==> config.mk <==
export PLATFORM = sky130hd
export DESIGN_NAME = led_row_scanner
export DESIGN_NICKNAME = d
export VERILOG_FILES = /design/src/rtl/led_row_scanner.sv
export SDC_FILE = /design/constraint.sdc
export NUM_CORES = 1
export LEC_CHECK = 0
export CORE_ASPECT_RATIO = 1.5
export CORE_MARGIN = 2
export CORE_UTILIZATION = 53
export CTS_CLUSTER_DIAMETER = 150
export CTS_CLUSTER_SIZE = 30
export DETAILED_ROUTE_END_ITERATION = 12
export GPL_TIMING_DRIVEN = 0
export MAX_ROUTING_LAYER = met4
export PLACE_DENSITY = 0.8
export SLEW_MARGIN = 20
export SYNTH_ARGS = -nofsm -noshare
export SYNTH_HDL_FRONTEND = slang
export SYNTH_SLANG_ARGS = --single-unit
export TNS_END_PERCENT = 5
==> constraint.sdc <==
create_clock -name clk -period 4.2 [get_ports clk]
set_clock_uncertainty 0.15 [all_clocks]
set_input_delay 0.84 -clock clk [delete_from_list [all_inputs] [get_ports clk]]
set_output_delay 0.84 -clock clk [all_outputs]
set_load 0.02 [all_outputs]
==> src/rtl/led_row_scanner.sv <==
// led_row_scanner: frame-latched, blanked row scan driving a 3-to-8 decoder and column lines.
module led_row_scanner #(
  parameter int ROWS         = 8,
  parameter int COLS         = 8,
  parameter int DWELL_CYCLES = 1000,
  parameter int BLANK_CYCLES = 16
) (
  input  logic                 clk,
  input  logic                 rst,
  input  logic                 ena,
  input  logic                 frame_valid,
  input  logic [ROWS*COLS-1:0] frame_data,
  output logic                 frame_ack,
  output logic [2:0]           row_sel,
  output logic                 row_ena,
  output logic [COLS-1:0]      cols,
  output logic                 frame_done,
  output logic                 busy
);
  localparam int MAXC = DWELL_CYCLES > BLANK_CYCLES ? DWELL_CYCLES : BLANK_CYCLES;
  localparam int CW = $clog2(MAXC + 1);
  typedef enum logic [1:0] {IDLE, BLANK, DRIVE} state_t;
  state_t state_q, state_d;
  logic [2:0] row_q, row_d;
  logic [CW-1:0] cnt_q, cnt_d;
  logic [ROWS*COLS-1:0] buf_q, buf_d;
  logic frame_ack_q, frame_ack_d, row_ena_q, row_ena_d, frame_done_q, frame_done_d, busy_q, busy_d;
  logic [2:0] row_sel_q, row_sel_d;
  logic [COLS-1:0] cols_q, cols_d;
  logic cap, expire, last_row;
  always_comb begin
    state_d = state_q;
    row_d = row_q;
    cnt_d = cnt_q;
    cap = 1'b0;
    expire = cnt_q == '0;
    last_row = row_q == 3'(ROWS - 1);
    case (state_q)
      IDLE: if (ena && frame_valid) begin
        cap = 1'b1;
        row_d = '0;
        state_d = BLANK;
        cnt_d = CW'(BLANK_CYCLES - 1);
      end
      BLANK: if (expire) begin
        state_d = DRIVE;
        cnt_d = CW'(DWELL_CYCLES - 1);
      end else cnt_d = cnt_q - 1'b1;
      DRIVE: if (!expire) cnt_d = cnt_q - 1'b1;
      else if (!last_row) begin
        row_d = row_q + 3'd1;
        state_d = BLANK;
        cnt_d = CW'(BLANK_CYCLES - 1);
      end else begin
        // ena and frame_valid are only honoured here so a frame never tears mid-scan
        row_d = '0;
        state_d = ena ? BLANK : IDLE;
        cnt_d = ena ? CW'(BLANK_CYCLES - 1) : '0;
        cap = ena && frame_valid;
      end
      default: state_d = IDLE;
    endcase
    buf_d = cap ? frame_data : buf_q;
    // outputs are precomputed from next-state values so they register with the state
    frame_ack_d = cap;
    row_sel_d = row_d;
    row_ena_d = state_d == DRIVE;
    cols_d = state_d == DRIVE ? buf_d[int'(row_d)*COLS +: COLS] : '0;
    frame_done_d = state_d == DRIVE && row_d == 3'(ROWS - 1) && cnt_d == '0;
    busy_d = state_d != IDLE;
  end
  always_ff @(posedge clk) begin
    if (rst) begin
      state_q <= IDLE;
      row_q <= '0;
      cnt_q <= '0;
      buf_q <= '0;
      frame_ack_q <= 1'b0;
      row_sel_q <= '0;
      row_ena_q <= 1'b0;
      cols_q <= '0;
      frame_done_q <= 1'b0;
      busy_q <= 1'b0;
    end else begin
      state_q <= state_d;
      row_q <= row_d;
      cnt_q <= cnt_d;
      buf_q <= buf_d;
      frame_ack_q <= frame_ack_d;
      row_sel_q <= row_sel_d;
      row_ena_q <= row_ena_d;
      cols_q <= cols_d;
      frame_done_q <= frame_done_d;
      busy_q <= busy_d;
    end
  end
  assign frame_ack = frame_ack_q;
  assign row_sel = row_sel_q;
  assign row_ena = row_ena_q;
  assign cols = cols_q;
  assign frame_done = frame_done_q;
  assign busy = busy_q;
endmodule
Fig. 1: run 1, signal wires by layer
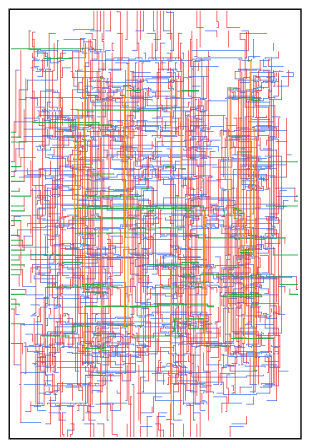
[orange] metal 4 | wire length: 1010 µm
[green] metal 3 | wire length: 846 µm
[red] metal 2 | wire length: 7880 µm
[blue] metal 1 | wire length: 5450 µm

Fig. 2: run 1, placed standard cells
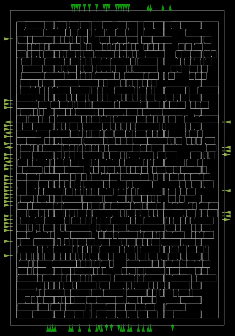
tapcell count: 107
Post-Layout Cell Count: 799

Fig. 3: run 1, clock distribution
Bar = 20 µm.
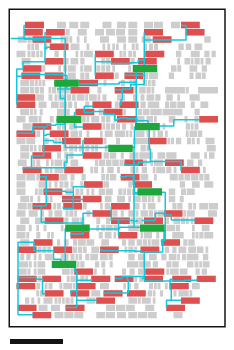
[red] flip-flops | count: 91
[cyan] clock wires | length: 1080 µm
[green] clock drivers | count: 9
flops lie: spread over the die
routed clock nets: 10
clock share of power: 30.3%
clk ins delay skew pair: 0.35 ns
Clk power: 0.765 mW

-- run 1: final timing paths --
kind / startpoint / to / slack, ns / cells after the start
max reg2reg: cnt_q[0]$_SDFF_PP0_ / cols[0]$_SDFF_PP0_ / 0.55 / 7
min reg2reg: buf_q[20]$_SDFF_PP0_ / buf_q[20]$_SDFF_PP0_ / 0.30 / 2
max: cnt_q[0]$_SDFF_PP0_ / cols[0]$_SDFF_PP0_ / 0.55 / 7
min: buf_q[20]$_SDFF_PP0_ / buf_q[20]$_SDFF_PP0_ / 0.30 / 2
-- run 1: flip-flops by register name, indices dropped and copies added (netlist names) --
| name | cells |
|---|---|
| state_q | 2 |
| busy | 1 |
| cols | 8 |
| row_sel | 3 |
| frame_done | 1 |
| cnt_q | 10 |
| buf_q | 64 |
| row_ena | 1 |
| frame_ack | 1 |
==> results.ini, run 1 <==
[logic_synthesis]
synth-edff-count=0
synth-compound-area-share_pct=19.44
top_cells_by_count=144 x nand2_1, 91 x dfxtp_1, 74 x a21oi_1
yosys.stat.seqShare_pct=39.32
synth-async-reset-ratio_pct=0
syn_area_per_cell_um2=7.787
most_common_cell=nand2_1
yosys-stat-area_um2=4633

[placement]
pre_cts_ws_ns=0.5880
placed_cell_area_um2=5578

[detailed_routing]
top_layer_used=met4
detail-route-antenna-nets=0
wl_met3_um=845
wire_per_inst_um=19.01
first_iter_violations=426
totalWireLength_mm=15.19

[cells_and_area]
layout_top_cells=144 x nand2_1, 91 x dfxtp_1, 81 x clkdlybuf4s50_1
seq_area_share_pct=31.10
antenna_cells=0
nClkBuffers=10

[clock_network]
htree_levels=3
clk_pin_slew_ns=0.06
numCtsBuffers=9

[floorplanning]
dieArea_um2=9521
die_w_um=80.34
rows=41

[final_timing]
fin_ws_ns=0.5545
post-route-period-util_pct=86.80
rsz0062_at_grt=false
drv_slew=0
setup_viol=0
fmax_mhz=274.3

[outcome]
status=completed

[worst_setup_path]
crit_fanout=10
slowest_delay_ns=0.98
cp_cell_sequence=inv_1, ha_1, nor3b_2, nand4_1, o311ai_1, a41oi_1, and4_1
startpoint_type=flop
path_class=flop to flop
required_ns=4.28

[power]
pwr-share-seq_pct=39.3
combPwrFrac_pct=30.4
seq-power_mw=0.990

[flow_run]
warnings=26

[worst_hold_path]
hp-class=flop to flop

Fig. 4: run 1, zoomed window
Window x 20 to 60, y 16 to 56 µm. Cells in gray, sequential cells in the stronger gray; small squares are vias.
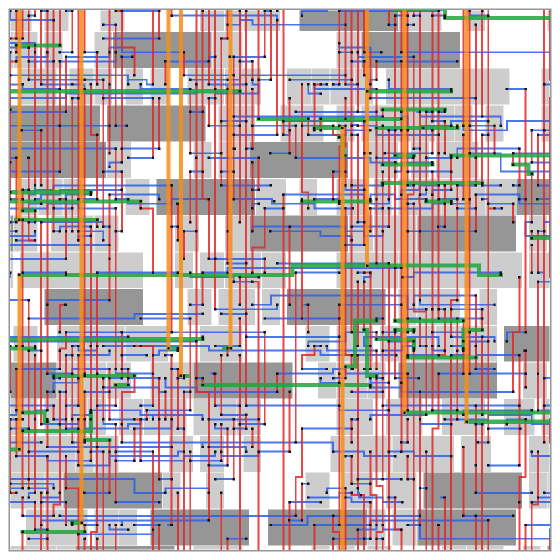

==> inputs of run 2 (changes only) <==
--- a/config.mk
+++ b/config.mk
@@ -5,15 +5,17 @@
 export SDC_FILE = /design/constraint.sdc
 export NUM_CORES = 1
 export LEC_CHECK = 0
+export CELL_PAD_IN_SITES_DETAIL_PLACEMENT = 1
+export CELL_PAD_IN_SITES_GLOBAL_PLACEMENT = 2
 export CORE_ASPECT_RATIO = 1.5
 export CORE_MARGIN = 2
-export CORE_UTILIZATION = 53
+export CORE_UTILIZATION = 33
 export CTS_CLUSTER_DIAMETER = 150
 export CTS_CLUSTER_SIZE = 30
 export DETAILED_ROUTE_END_ITERATION = 12
 export GPL_TIMING_DRIVEN = 0
 export MAX_ROUTING_LAYER = met4
-export PLACE_DENSITY = 0.8
+export PLACE_DENSITY = 0.95
 export SLEW_MARGIN = 20
 export SYNTH_ARGS = -nofsm -noshare
 export SYNTH_HDL_FRONTEND = slang
Fig. 5: run 2, zoomed window
Window x 30 to 70, y 25 to 65 µm. Cells in gray, sequential cells in the stronger gray; small squares are vias.
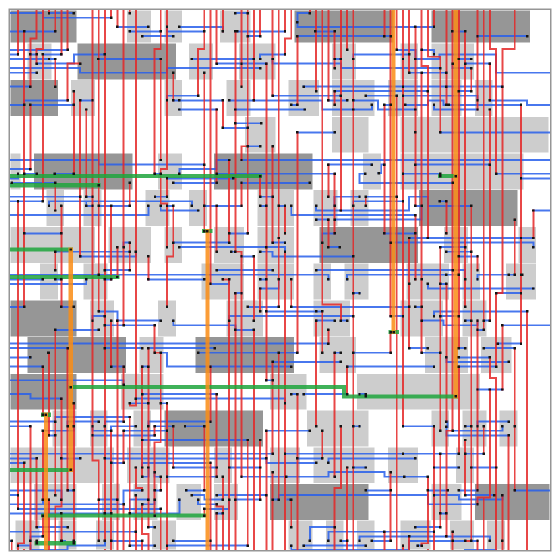
[green] metal 3
[orange] metal 4
[blue] metal 1
[red] metal 2
netlist names of flops here include: `buf_q` (15)
sequential cells in the window: 15
most frequent: nand2_1 (24), dfxtp_1 (15), a21oi_1 (14)
cells with their middle in the window: 104

==> results.ini, run 2 <==
[cells_and_area]
antenna_cells=0  ; unchanged
final_cells=856  ; was 799
regMostFlops=buf_q  ; unchanged
layout_top_cells=144 x nand2_1, 91 x dfxtp_1, 81 x clkdlybuf4s50_1  ; unchanged

[worst_setup_path]
startpoint_type=flop  ; unchanged
path_class=flop to flop  ; unchanged
r2r_slack_ns=0.59  ; was 0.55 ns
timing.rr.end=cols[1]$_SDFF_PP0_  ; was cols[0]$_SDFF_PP0_
r2r_start=cnt_q[0]$_SDFF_PP0_  ; unchanged
crit_fanout=10  ; unchanged
slowest_delay_ns=0.61  ; was 0.98 ns
endpoint=cols[1]$_SDFF_PP0_  ; was cols[0]$_SDFF_PP0_
required_ns=4.34  ; was 4.28 ns
crit_cells=9  ; was 7
crit_path_start=cnt_q[0]$_SDFF_PP0_  ; unchanged

[final_timing]
drv_slew=0  ; unchanged
fin_ws_ns=0.5877  ; was 0.5545 ns
timing.hold.ws_ns=0.3011  ; was 0.2977 ns
setup_viol=0  ; unchanged
fmax_mhz=276.8  ; was 274.3 MHz
post-route-period-util_pct=86.01  ; was 86.80%
rsz0062_at_grt=false  ; unchanged

[worst_hold_path]
holdPathEnd=buf_q[20]$_SDFF_PP0_  ; unchanged
worstHoldStart=buf_q[20]$_SDFF_PP0_  ; unchanged
hold_path_depth=2  ; unchanged
hp-class=flop to flop  ; unchanged

[power]
pwr-share-seq_pct=37.3  ; was 39.3%
combPwrFrac_pct=29.2  ; was 30.4%
p_total_mw=2.652  ; was 2.522 mW
clkPwrFrac_pct=33.6  ; was 30.3%
clk-power_mw=0.890  ; was 0.765 mW
seq-power_mw=0.989  ; was 0.990 mW
internal-power_mw=1.741  ; was 1.638 mW
p_leak_nw=2.082  ; was 2.073 nW

[logic_synthesis]
most_common_cell=nand2_1  ; unchanged
syn_area_per_cell_um2=7.787  ; unchanged
yosys-stat-area_um2=4633  ; unchanged
yosys.stat.seqShare_pct=39.32  ; unchanged
synth-edff-count=0  ; unchanged
fa_ha_area_share_pct=1.026  ; unchanged
synth-async-reset-ratio_pct=0  ; unchanged
top_cells_by_count=144 x nand2_1, 91 x dfxtp_1, 74 x a21oi_1  ; unchanged
logic_family=simple AND/OR/NAND/NOR gates  ; unchanged
synth-compound-area-share_pct=19.44  ; unchanged

[detailed_routing]
detail-route-antenna-nets=0  ; unchanged
wire_per_inst_um=20.21  ; was 19.01 µm
totalWireLength_mm=17.30  ; was 15.19 mm
first_iter_violations=176  ; was 426

[flow_run]
warnings=26  ; unchanged

[floorplanning]
dieArea_um2=15020  ; was 9521 µm²
die_w_um=100.7  ; was 80.34 µm
rows=53  ; was 41

[clock_network]
clk_pin_slew_ns=0.07  ; was 0.06 ns
numCtsBuffers=9  ; unchanged
clock_latency_ns=0.35  ; about the same
htree_levels=3  ; unchanged

[placement]
placed_cell_area_um2=5650  ; was 5578 µm²
pre_cts_ws_ns=0.3693  ; was 0.5880 ns

[outcome]
status=completed  ; unchanged

[global_route]
grt_pass1_vias=5281  ; was 4738

-- run 2: cell count changes in the layout (fill, tap and decap cells not counted), sizes merged --
cell      before  now
clkbuf        39   38
clkinv         4    1
clkinvlp       1    2
bufinv         0    2
-- run 2: routing by layer --
metal	wire (µm)	share of wire, %	track usage, %
met4	722	4.2	11.58
met2	9438	55	44.53
met3	566	3.3	3.374
met1	6575	38	25.78
met5	0	0	-
-- run 2: area by class of cell --
cell class              count  area [µm²]  area share [%]
clock inverters             6       88.84           1.488
inverters                   6       22.52          0.3771
plain buffers              48       219.0           3.666
clock buffers               9       225.2           3.771
repair buffers             81       810.8           13.58
flip-flops and latches     91        1822           30.50
multi-input cells         450        2577           43.16
well taps                 165       206.4           3.457
Fig. 6: run 2, signal wires by layer
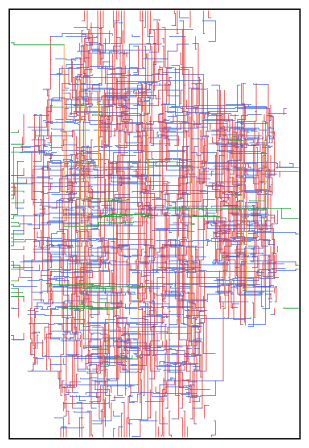

==> inputs of run 3 (changes only) <==
--- a/config.mk
+++ b/config.mk
@@ -8,7 +8,7 @@
 export CELL_PAD_IN_SITES_DETAIL_PLACEMENT = 1
 export CELL_PAD_IN_SITES_GLOBAL_PLACEMENT = 2
 export CORE_ASPECT_RATIO = 1.5
-export CORE_MARGIN = 2
+export CORE_MARGIN = 1
 export CORE_UTILIZATION = 33
 export CTS_CLUSTER_DIAMETER = 150
 export CTS_CLUSTER_SIZE = 30
Fig. 7: run 3, signal wires by layer
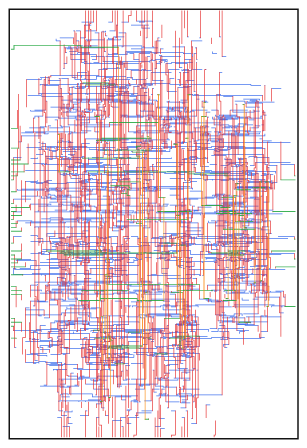
[blue] metal 1 | wire length: 6480 µm
[orange] metal 4 | wire length: 1150 µm
[green] metal 3 | wire length: 710 µm
[red] metal 2 | wire length: 9020 µm
GRT Overall Usage: 25.12%
drt wl/cell: 20.33 µm
via total after detailed routing: 4944
final WL: 17.36 mm

==> results.ini, run 3 <==
[worst_hold_path]
hold_path_depth=2  ; unchanged
hp-class=flop to flop  ; unchanged
worstHoldStart=buf_q[31]$_SDFF_PP0_  ; was buf_q[20]$_SDFF_PP0_
holdPathEnd=buf_q[31]$_SDFF_PP0_  ; was buf_q[20]$_SDFF_PP0_

[cells_and_area]
nMultiInputCombCells=450  ; unchanged
ff_latch_area_um2=1822  ; unchanged
seq_area_share_pct=30.69  ; was 30.50%
clk_share_pct=4.869  ; was 5.259%
ff_count=91  ; unchanged
n_all_buffers=129  ; unchanged
largest_reg_flops=64  ; unchanged
nNonClkInverters=6  ; unchanged
dominant_cells=combinational gates  ; unchanged

[global_route]
met2_usage_pct=44.06  ; was 44.53%
grt-busiest-layer=met2  ; unchanged
gr-usage-met1_pct=25.81  ; was 25.78%
use_met3_pct=3.330  ; was 3.374%

[worst_setup_path]
startpoint_type=flop  ; unchanged
crit_fanout=10  ; unchanged
r2r_start=cnt_q[0]$_SDFF_PP0_  ; unchanged
endpoint=cols[1]$_SDFF_PP0_  ; unchanged
timing.rr.end=cols[1]$_SDFF_PP0_  ; unchanged
path_class=flop to flop  ; unchanged

[logic_synthesis]
yosys-stat-area_um2=4633  ; unchanged
synth-async-reset-ratio_pct=0  ; unchanged
syn_area_per_cell_um2=7.787  ; unchanged
most_common_cell=nand2_1  ; unchanged

[detailed_routing]
detail-route-antenna-nets=0  ; unchanged
wl_met2_mm=9.020  ; was 9.438 mm
first_iter_violations=200  ; was 176
top_layer_used=met4  ; unchanged

[clock_network]
clock_latency_ns=0.34  ; was 0.35 ns
clk_pin_slew_ns=0.07  ; about the same
numCtsBuffers=9  ; unchanged
htree_levels=3  ; unchanged

[floorplanning]
rows=52  ; was 53
num_tap_cells=162  ; was 165

[final_timing]
setup_viol=0  ; unchanged
post-route-period-util_pct=88.97  ; was 86.01%
timing.hold.ws_ns=0.3030  ; was 0.3011 ns
fin_ws_ns=0.4632  ; was 0.5877 ns

[placement]
pre_cts_ws_ns=0.4032  ; was 0.3693 ns

[power]
p_total_mw=2.561  ; was 2.652 mW

[outcome]
status=completed  ; unchanged

run 3: cell counts after synthesis:
Identical to the previous run, type by type.
run 3: cell families (layout without fill, tap and decap cells):
family | Yosys count | count (layout) | share of synthesized area [%]
fa+ha+maj | 4 | 4 | 1.026
flops | 91 | 91 | 39.32
simple gates | 298 | 298 | 33.11
buf+inv | 54 | 151 | 5.212
compound gates | 140 | 140 | 19.44
xor+xnor | 2 | 2 | 0.3781
mux | 6 | 6 | 1.512
run 3: worst max-delay path, cell delays in order (launching register included):
cell and delay [ns]:
dfxtp_1 0.37, inv_1 0.10, ha_1 0.19, nor3b_2 0.59, nand4_1 0.44, o311ai_1 1.02, a41oi_1 0.43, and4_1 0.34
run 3: power breakdown:
part	switching (mW)	internal, mW
clock network	0.359	0.438
logic	0.487	0.287
registers	0.0555	0.934
Power is estimated from default activity; no workload was simulated.
